==> images/final_clocks.png <==
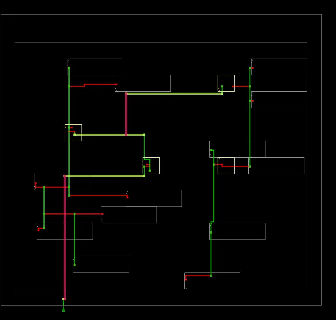
==> images/clock_map.png <==
(4 px per micron)
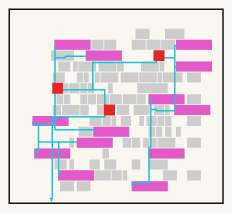
==> images/pdn.png <==
(8 px per micron) Pins as bars on the die edge.
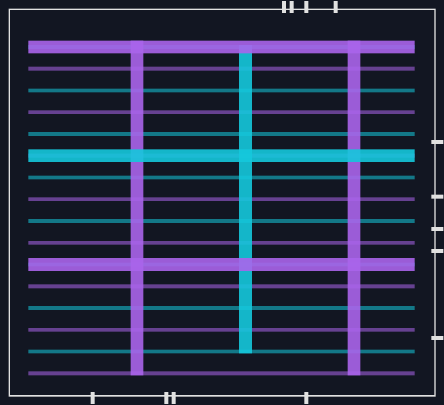
==> images/metal_stack.png <==
(10 px per micron)
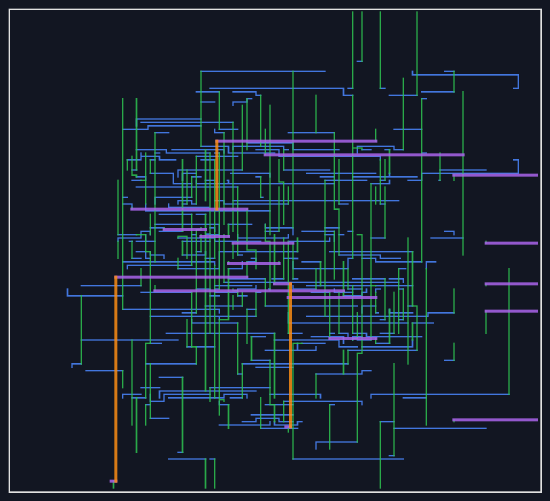
==> images/gate_families.png <==
(4 px per micron)
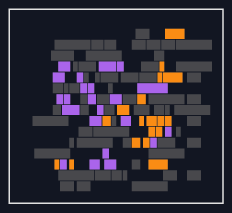
Design vending_credit_ctrl, sky130hd; sources not shown.
==> flow_metrics.py <==
# Physical implementation metrics
metrics = {
    "run_status": {
        "outcome": "completed",
    },
    "sta": {
        "min_period_over_period_pct": 43.6,
        "tightest_pin_transition_ns": 0.623,
        "report.final.hold_viol_count": 0,
        "rsz_0062_raised_after_global_routing": "no",
    },
    "logic_synthesis": {
        "syn_area_per_cell_sq_um": 10.1,
        "synthesis.nets": 97,
        "post_synth_most_frequent_cells": "dfrtp_1 (13), inv_1 (7), a21oi_1 (6), ha_1 (6)",
        "post_synth_ao_oa_area_fraction_pct": 20.1,
        "ys_seq_elements": 13,
        "ys_cells": 86,
    },
    "setup_path": {
        "timing.reg2reg.worst_path_depth": 7,
        "critical-path-top-delay-family": "adder cells",
        "worst_setup_path_start_kind": "input port",
        "worst-endpoint-required_ns": 6.02,
        "crit_type": "input port to flop",
    },
    "global_routing": {
        "grt_max_degree": 14,
        "grt.met3_usage_pct": 5.83,
        "top_usage_layer": "met2",
        "global_route.overflow_total": 0,
        "grtUsageMet1_pct": 20.3,
        "grt_pass1_vias": 588,
    },
    "cells_and_area": {
        "clock_tree_area_fraction_pct": 2.90,
        "nClkBuffers": 4,
        "n_sequential_cell": 13,
        "antennaDiodeCount": 0,
        "flip_flop_count_of_the_largest_register_after_layout": 4,
        "layout.filler_cells": 182,
        "final_core_util_pct": 52.6,
    },
    "clock_tree": {
        "cts.clk_slew.worst_paths_ns": 0.07,
        "postCtsHoldBufs": 0,
        "post_cts_buffers": 0,
        "cts_buffers": 3,
    },
    "placed_design": {
        "dp_hpwl_microns": 1400,
        "number_of_input_and_output_port_buffers_inserted": 12,
        "dpl.cell_count": 121,
    },
    "detailed_routing": {
        "top_layer_used": "met4",
    },
    "power_and_ir_drop": {
        "internal_power_uw": 314,
        "comb_power_uw": 415,
        "combPwrFrac_pct": 64.2,
    },
    "hold_path": {
        "hold-path-cell-count": 3,
    },
    "floorplanning": {
        "well_tap_count": 25,
    },
}
About final_clocks.png:
clock latency at the later pin of the worst-skew pair: 0.28 ns
# clock sinks: 13

About clock_map.png:
Magenta is flip-flops, count 13. Red is cells driving clock nets, count 3. Cyan is clock wires, length 206 microns.
There are 4 routed clock nets.
power drawn by the clock network: 60.4 uW
clock share of power: 9.4%

About pdn.png:
Purple is VSS. Cyan is VDD.
13 signal pins sit on the boundary. The core has 15 rows.
worst voltage drop across the vdd grid: 0.000266 V
core region area: 0.00197 sq mm
horizontal die dimension: 53.0 microns
Die Y: 48.1 microns

About metal_stack.png:
Green is met2, wire length 798 microns. Blue is met1, wire length 855 microns. Orange is met4, wire length 41.5 microns. Purple is met3, wire length 144 microns.
overall routing resource usage: 16.3%
vias after detailed routing: 709
WL per Instance: 14.7 microns
total detailed-routing wirelength: 1840 microns

About gate_families.png:
Purple is inverting AOI/OAI gates, cells 22. Orange is NOR gates, cells 18.
Commonest Layout Cell: dfrtp_1
non-filler instance count after layout: 125
multi-input gate share of total cell area: 48.6%

Power figures rest on the tool's default switching activity, not on a simulated workload.
